$ cat config.mk
export PLATFORM = sky130hd
export DESIGN_NAME = vpifo_pop_drainer
export DESIGN_NICKNAME = d
export VERILOG_FILES = /design/src/rtl/vpifo_pkg.sv /design/src/rtl/vpifo_obuf_fifo.sv /design/src/rtl/vpifo_pop_drainer.sv
export SDC_FILE = /design/constraint.sdc
export NUM_CORES = 1
export LEC_CHECK = 0
export CAP_MARGIN = 20
export CORE_MARGIN = 1.5
export CORE_UTILIZATION = 39
export CTS_CLUSTER_DIAMETER = 80
export DETAILED_ROUTE_END_ITERATION = 6
export PLACE_DENSITY = 0.64
export SLEW_MARGIN = 10
export SYNTH_ARGS = -nofsm -noshare
export SYNTH_HDL_FRONTEND = slang
export SYNTH_SLANG_ARGS = --single-unit
$ cat constraint.sdc
create_clock -name i_clk -period 8 [get_ports i_clk]
set_input_delay 1.2 -clock i_clk [delete_from_list [all_inputs] [get_ports i_clk]]
set_output_delay 1.2 -clock i_clk [all_outputs]
set_load 0.02 [all_outputs]
$ cat src/rtl/vpifo_pkg.sv
// Shared definitions for the virtual-PIFO pop drainer: FSM states and the
// default widths used when instantiating the drainer.
package vpifo_pkg;

  localparam int PTW_DEF      = 16;
  localparam int TREE_NUM_DEF = 4;
  localparam int CNTW_DEF     = 12;

  typedef enum logic [1:0] {
    ST_IDLE  = 2'd0,
    ST_DRAIN = 2'd1,
    ST_FLUSH = 2'd2,
    ST_DONE  = 2'd3
  } drain_state_e;

endpackage

$ cat src/rtl/vpifo_obuf_fifo.sv
// Synchronous output buffer holding popped data together with its tree id.
// Head entry is presented combinationally and reads as zero when empty.
module vpifo_obuf_fifo #(
  parameter int DW    = 16,
  parameter int TW    = 2,
  parameter int DEPTH = 4,
  localparam int AW   = $clog2(DEPTH),
  localparam int CW   = AW + 1
) (
  input  logic          clk,
  input  logic          rst_n,
  input  logic          wr_en,
  input  logic [DW-1:0] wr_data,
  input  logic [TW-1:0] wr_tree,
  input  logic          rd_en,
  output logic [DW-1:0] rd_data,
  output logic [TW-1:0] rd_tree,
  output logic          full,
  output logic          empty,
  output logic [CW-1:0] count
);

  logic [DW+TW-1:0] mem [DEPTH];
  logic [AW-1:0]    wptr;
  logic [AW-1:0]    rptr;
  logic [CW-1:0]    cnt;
  logic [DW+TW-1:0] head;
  logic             wr_ok;
  logic             rd_ok;

  assign full  = (cnt == CW'(DEPTH));
  assign empty = (cnt == '0);
  assign count = cnt;
  assign wr_ok = wr_en && !full;
  assign rd_ok = rd_en && !empty;

  always_ff @(posedge clk or negedge rst_n) begin
    if (!rst_n) begin
      wptr <= '0;
      rptr <= '0;
      cnt  <= '0;
    end else begin
      if (wr_ok) wptr <= wptr + AW'(1);
      if (rd_ok) rptr <= rptr + AW'(1);
      case ({wr_ok, rd_ok})
        2'b10:   cnt <= cnt + CW'(1);
        2'b01:   cnt <= cnt - CW'(1);
        default: cnt <= cnt;
      endcase
    end
  end

  // Storage needs no reset: the head is masked whenever the buffer is empty.
  always_ff @(posedge clk) begin
    if (wr_ok) mem[wptr] <= {wr_tree, wr_data};
  end

  assign head    = mem[rptr];
  assign rd_data = empty ? '0 : head[DW-1:0];
  assign rd_tree = empty ? '0 : head[DW+TW-1:DW];

endmodule

$ cat src/rtl/vpifo_pop_drainer.sv
// Drains a fixed number of elements from one virtual PIFO tree and streams
// them out over valid/ready, never issuing more pops than the buffer can hold.
module vpifo_pop_drainer
  import vpifo_pkg::*;
#(
  parameter int PTW         = PTW_DEF,
  parameter int TREE_NUM    = TREE_NUM_DEF,
  parameter int CNTW        = CNTW_DEF,
  parameter int POP_LAT     = 2,
  parameter int OBUF_DEPTH  = 4,
  localparam int TREE_NUM_BITS = $clog2(TREE_NUM)
) (
  input  logic                     i_clk,
  input  logic                     i_arst_n,
  input  logic                     i_start,
  input  logic [TREE_NUM_BITS-1:0] i_tree_id,
  input  logic [CNTW-1:0]          i_count,
  output logic                     o_busy,
  output logic                     o_done,
  output logic                     o_pop,
  output logic [TREE_NUM_BITS-1:0] o_pop_tree_id,
  input  logic [PTW-1:0]           i_pop_data,
  input  logic                     i_task_fifo_full,
  output logic                     o_valid,
  output logic [PTW-1:0]           o_data,
  output logic [TREE_NUM_BITS-1:0] o_tree_id,
  input  logic                     i_ready,
  output logic [1:0]               o_dbg_state
);

  localparam int IFW = $clog2(POP_LAT + 1) + 1;
  localparam int OCW = $clog2(OBUF_DEPTH) + 1;
  localparam int SW  = ((IFW > OCW) ? IFW : OCW) + 1;

  // Handshake: an output entry transfers in any cycle where o_valid and
  // i_ready are both high at the clock edge; o_valid never depends on i_ready.

  drain_state_e             state;
  drain_state_e             state_n;
  logic [TREE_NUM_BITS-1:0] tree_q;
  logic [CNTW-1:0]          remaining;
  logic [IFW-1:0]           inflight;
  logic [POP_LAT-1:0]       pipe_v;
  logic                     capture;
  logic                     obuf_full;
  logic                     obuf_empty;
  logic [OCW-1:0]           occ;
  logic [SW-1:0]            outstanding;

  assign capture     = pipe_v[POP_LAT-1];
  assign outstanding = SW'(inflight) + SW'(occ);
  assign o_busy      = (state != ST_IDLE);
  assign o_pop_tree_id = o_busy ? tree_q : '0;
  assign o_valid     = !obuf_empty;
  assign o_dbg_state = state;

  always_ff @(posedge i_clk or negedge i_arst_n) begin
    if (!i_arst_n) state <= ST_IDLE;
    else           state <= state_n;
  end

  always_comb begin
    state_n = state;
    o_pop   = 1'b0;
    o_done  = 1'b0;
    case (state)
      ST_IDLE: begin
        if (i_start) state_n = (i_count == '0) ? ST_DONE : ST_DRAIN;
      end
      ST_DRAIN: begin
        // In-flight pops already own a buffer slot, so they count against space.
        o_pop = (remaining != '0) && !i_task_fifo_full && !obuf_full &&
                (outstanding < SW'(OBUF_DEPTH));
        if (remaining == '0 || (o_pop && remaining == CNTW'(1))) state_n = ST_FLUSH;
      end
      ST_FLUSH: begin
        if (inflight == '0 && obuf_empty) state_n = ST_DONE;
      end
      ST_DONE: begin
        o_done  = 1'b1;
        state_n = ST_IDLE;
      end
      default: state_n = ST_IDLE;
    endcase
  end

  always_ff @(posedge i_clk or negedge i_arst_n) begin
    if (!i_arst_n) begin
      tree_q    <= '0;
      remaining <= '0;
      inflight  <= '0;
      pipe_v    <= '0;
    end else begin
      if (state == ST_IDLE && i_start) begin
        tree_q    <= i_tree_id;
        remaining <= i_count;
      end else if (o_pop) begin
        remaining <= remaining - CNTW'(1);
      end
      pipe_v[0] <= o_pop;
      for (int i = 1; i < POP_LAT; i++) pipe_v[i] <= pipe_v[i-1];
      case ({o_pop, capture})
        2'b10:   inflight <= inflight + IFW'(1);
        2'b01:   inflight <= inflight - IFW'(1);
        default: inflight <= inflight;
      endcase
    end
  end

  vpifo_obuf_fifo #(
    .DW    (PTW),
    .TW    (TREE_NUM_BITS),
    .DEPTH (OBUF_DEPTH)
  ) u_obuf (
    .clk     (i_clk),
    .rst_n   (i_arst_n),
    .wr_en   (capture),
    .wr_data (i_pop_data),
    .wr_tree (tree_q),
    .rd_en   (o_valid && i_ready),
    .rd_data (o_data),
    .rd_tree (o_tree_id),
    .full    (obuf_full),
    .empty   (obuf_empty),
    .count   (occ)
  );

endmodule

==> results.txt <==
Synthesis and place-and-route results.

- By area, the class that comes first in the final layout consists of registers.
- Final hold analysis gives a worst-case slack of 0.357 ns.
- In the Yosys stats the netlist draws on 40 distinct library cells.
- The most numerous cell on the critical path is sky130_fd_sc_hd__clkdlybuf4s50_1.
- The non-clock buffer share of cell area is between 10 and 15%.
- The data arrival time of the worst path is about 3.5 ns.
- The run finished with clean final reports.
- Of the total synthesized cell area, the portion taken by XOR and XNOR cells is 3.16%.
- The initialized floorplan defines 38 standard-cell rows.
- The number of cells on the worst reg-to-reg path is 10.
- Per the gpl log, the routability congestion estimate is 0.794.
- Yosys reported a register bit count of 100.
- The count of nets left with antenna violations after detail routing is 0.
- The final non-filler cell area is 0.00546 sq mm.
- Per the CTS log, the maximum H-tree level is 3.
- Across all register-to-register paths, the minimum setup slack is 4.88 ns.
- The max-capacitance violation count is 0.
- The net count after synthesis is 333.
- The total clock sinks is 100.
- The HPWL after detailed placement is 5490 um.
- The number of clock buffers inserted by TritonCTS is 9.
- The most popular library cell in the synthesized design by count is sky130_fd_sc_hd__edfxtp_1.
- The die area is roughly 0.012 sq mm.
- The initial antenna violation count is 0.
- Port buffering added 60 buffers.
- The critical path is of the input pin to primary output type.
- Power spread over the standard cell area amounts to 348 mW/mm^2.
- The origin of the worst min-delay path is pipe_v[0].
- The number of flops mapped to enable cells by yosys is 72.
- In the routed design, unresolved DRC markers number 0.
- The die is 110 um tall.
- Sequential cells account for 39.5% of the total power.
- The number of max-slew violations in the final report is 0.
- The timing report notes that buffer and inverter cells on the critical path total 2.
- The finished design was reported to have a net count of 395.
- The cell family contributing the most delay on the critical path is simple AND/OR/NAND/NOR gates.
- The fill cell total of the finished layout is 957.
- The synthesis report lists the most area-consuming cells as sky130_fd_sc_hd__edfxtp_1 49%, sky130_fd_sc_hd__dfrtp_1 16%, sky130_fd_sc_hd__mux4_2 9.1%.
- Global routing consumed, on the met2 layer, 25.2% of the routing resources.
- Per the finish-stage timing summary, setup violations number 0.
- met3 track demand over resource after global routing is 4.39%.
- The number of global-route vias before repair is 2563.
- In this run the critical register-to-register path is launched from inflight[2].
- The largest registers in the layout are u_obuf.mem x72, remaining x12.
- The first-pass iteration count of the detailed router is 4.
- Per the GRT congestion report, total overflow comes to 0.
- The final critical path takes up 58.6% of the cycle.
- In the final layout, the share of cells above drive strength 1 is 13.2%.
- Listed in order, past its start point the critical path passes clkdlybuf4s50_1 > nor4_1 > nand4_1 > nor2_1 > clkdlybuf4s50_1.
- Across the placement rows, the number of tap cells is ~140.
- CTS reports a maximum clock tree buffer depth of 2.
- The area fraction in compound gates after synthesis is ~3.2%.
- The endpoint with the worst hold slack is pipe_v[1].
- Counting tap cells, the placed design contains a total of 473 instances.
- The critical path crosses 5 cells after its start point.
- The most area-hungry cell type in the Yosys netlist is sky130_fd_sc_hd__edfxtp_1.
- The layout report lists the clock-cell share of area as around 5.2%.
- Yosys reported that registers with async set or reset make up ~28%.
- The cts-stage hold buffer count is 0.
- Per report_power, the clock group accounts for 21.7% of the total.
- The register with the most flip-flops in the layout has ~70 of them.
- The launch point of the worst path is i_task_fifo_full.
- The worst ir drop on vdd is 0.000170 V.
- The tally of yosys warning messages is 0.
- The cell with the largest stage delay on the worst path is sky130_fd_sc_hd__clkdlybuf4s50_1.
- The switching power total is about 0.00065 W.
- In this run, the synthesized area fraction spent on and/or/nand/nor cells is recorded as 10.6%.
- The tool warning count for the run is 33.
- The number of multi-input logic gates is 160.
- The synth_stat.txt file lists the number of cells as 282.
- The tree is rooted in a sky130_fd_sc_hd__clkbuf_16.
- The number of violations reported at the end of detailed-routing iteration 0 is around 120.
- The leakage power is 1.92 nW.
- The area growth from synthesis to layout is 23.1%.
- The total power is between 0.0015 and 0.002 W.
- STA classifies the critical path endpoint as a primary output.
- The vias after detailed routing is 2526.
- The share of the synthesized area in the top cell type is 48.7%.
- The cell-mix breakdown from Yosys lists the adder-cell area share as just under 5%.
- For reference, the top logic cell family by area is multiplexers.
- The clock tree from TritonCTS is yes.
- By count the netlist is led by 72 x sky130_fd_sc_hd__edfxtp_1, 28 x sky130_fd_sc_hd__dfrtp_1, 20 x sky130_fd_sc_hd__and2_1, 19 x sky130_fd_sc_hd__nor2_1, 18 x sky130_fd_sc_hd__mux4_2.
- Detailed placement reports a standard cell area of 0.00518 sq mm.
- The area taken by multi-input combinational cells is reported as 0.00148 sq mm.
- The core utilization of the finished layout is 49.7%.
- Registers take 0.00286 sq mm.
- In the final run the clock tree shows a worst skew of 0.00992 ns.
- For reference, the post-synthesis area per instance comes to between 15 and 20 sq um.
- For the pin with the worst max-slew slack, the measured transition is 0.998 ns.
- According to the floorplan report, the die width is between 100 and 150 um.
- The number of cells on the worst hold path is 0.
- The global routing met1 resource utilization is 18.0%.
- The average detailed-routed wire length per instance is ~17 um.
- Non-clock buffers in the final layout number between 60 and 70.
- The critical path endpoint has a required time of 6.80 ns.
- The hold violation total from the final report is 0.
- Static timing analysis puts the maximum clock frequency at about 210 MHz.
- The design has 100 sequential cells.
- The critical path endpoint is o_pop.
- The maximum cell stage delay along the critical path is 0.69 ns.
- The combinational share of power is 38.8%.
- The post-CTS setup-driven buffer insertion count is 0.
- The sequential cell area fraction in the yosys report is 64.5%.
- Setup repair after global routing left no endpoint under its margin.
- The share of the core area taken by cells at floorplan is about 40%.
- The most critical min-delay path falls under register to register.
- The total wirelength of the detailed-routed design is between 8000 and 9000 um.
- The worst slew margin relative to its limit is about a third.
- The boundary pin count is 61.
- The register bank with the most flops is u_obuf.mem.
- The total global routing track utilization is 14.6%.
- The non-clock inverter total of the final layout is 11.
- The busiest metal layer after global routing is met2.
- The timing report gives the clock slew at the launch and capture registers of the worst setup and hold paths as 0.07 ns.
- The first global-routing pass estimated 12900 um of wire.
- The highest fanout seen on the critical path is 10.
- The power report lists cell-internal power as 0.00125 W.
- The total area inside the core boundary comes to 0.0110 sq mm.
- Of the post-synthesis cell area, the part taken by muxes is between 10% and 20%.
- Setup total negative slack on the finished layout was measured at 0 ns.
- The cell count after synthesis is between 200 and 300.
- Timing analysis after detailed placement gives a worst setup slack of 3.30 ns.
- The total inserted antenna cells is 0.
- The reg-to-reg endpoint is inflight[2].
- The setup slack of the critical path after layout is 3.31 ns.
[power by group through the flow]
stage          logic (W)  registers [W]  clock network (W)
6_report        0.000737       0.000751           0.000414
5_1_grt         0.000814       0.000767           0.000441
4_1_cts         0.000750       0.000753           0.000422
3_5_place_dp    0.000748       0.000763                  0
3_3_place_gp    0.000737       0.000760                  0
2_1_floorplan   0.000514       0.000721                  0
[layer usage]
layer | up-vias | wire length, um
met2 | 67 | 3990
met5 | - | 0
met1 | 1263 | 3650
li1 | 1186 | -
met3 | 10 | 385
met4 | 0 | 88
[kinds of logic (layout without fill, tap and decap cells)]
family,after synthesis,after routing
AOI/OAI and AO/OA,21,21
xor gates and xnor gates,16,16
adders and majority gates,16,16
buffers and inverters,22,89
DFF,100,100
muxes,28,28
and+or+nand+nor,79,79
[cell usage in the layout, fill, tap and decap left out, types with 5 or more instances in the layout]
master                            synthesis  final
sky130_fd_sc_hd__ha_1                    14     14
sky130_fd_sc_hd__dfrtp_1                 28     28
sky130_fd_sc_hd__and2_1                  20     20
sky130_fd_sc_hd__mux2_2                   5      5
sky130_fd_sc_hd__clkdlybuf4s50_1          0     60
sky130_fd_sc_hd__inv_1                   11     11
sky130_fd_sc_hd__and3_1                   5      5
sky130_fd_sc_hd__xnor2_1                 12     12
sky130_fd_sc_hd__mux4_2                  18     18
sky130_fd_sc_hd__nor2_1                  19     19
sky130_fd_sc_hd__nor4_1                   9      9
sky130_fd_sc_hd__a21oi_1                 15     15
sky130_fd_sc_hd__clkbuf_16                0      9
sky130_fd_sc_hd__edfxtp_1                72     72
sky130_fd_sc_hd__mux2i_1                  5      5
**Clock nets**

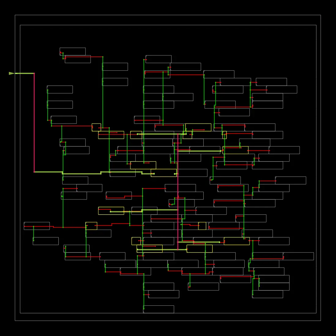
CLK BUF: 10
clock latency on the worst-skew pair: 0.34 ns

**Routed clock nets over the placement**

Drawn at 4 px/um.
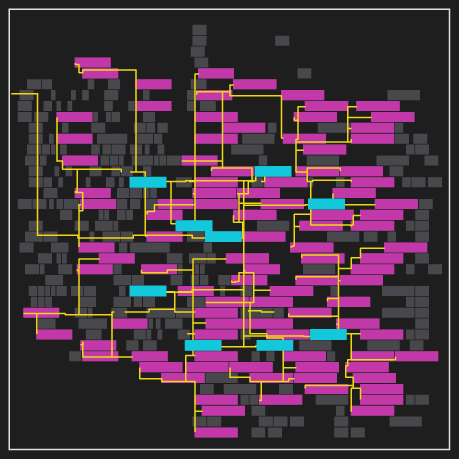
[cyan] clock drivers | count: 9
[yellow] clock wires | length: 1120 um
[magenta] flip-flops | count: 100
routed clock nets: 10

**Placement by cell class**

Drawn at 3 px/um. Fill, decap, tap and diode cells in grey.
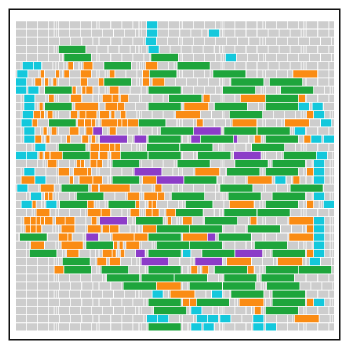
[orange] combinational and other logic | cells: 171 | share of their area: 29%
[purple] clock drivers and dummy loads | cells: 16 | share of their area: 5.4%
[green] flops | cells: 100 | share of their area: 54%
[cyan] other buffers and delay cells | cells: 62 | share of their area: 12%

**Local utilization**

Drawn at 2 px/um. The die is cut into 11 by 11 equal tiles; black is low, pale yellow is high, 0 to 100% covered.
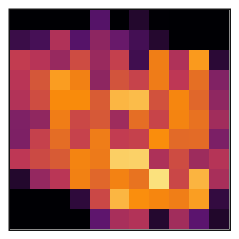
tiles over 75% full: 9.9%
nearly empty tiles: 16%
mean over tiles: 44%
fullest tile: 94%

**Zoomed window**

Window x 42 to 67, y 42 to 67 um. Cells in grey, sequential cells in the stronger grey; small squares are vias.
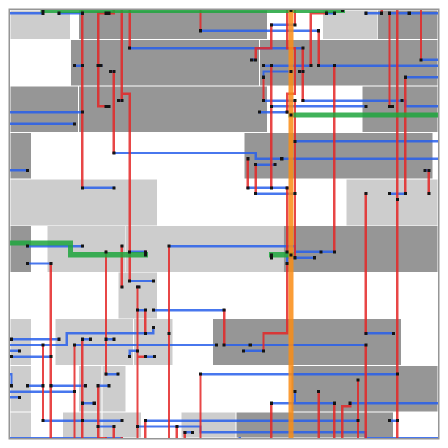
[green] metal 3
[blue] metal 1
[orange] metal 4
[red] metal 2
most frequent: edfxtp_1 (7), and3_1 (4)
cells with their middle in the window: 24
sequential cells in the window: 9
netlist names of flops here include: u_obuf.mem (7), u_obuf.rptr (2)

Power is estimated from default activity; no workload was simulated.
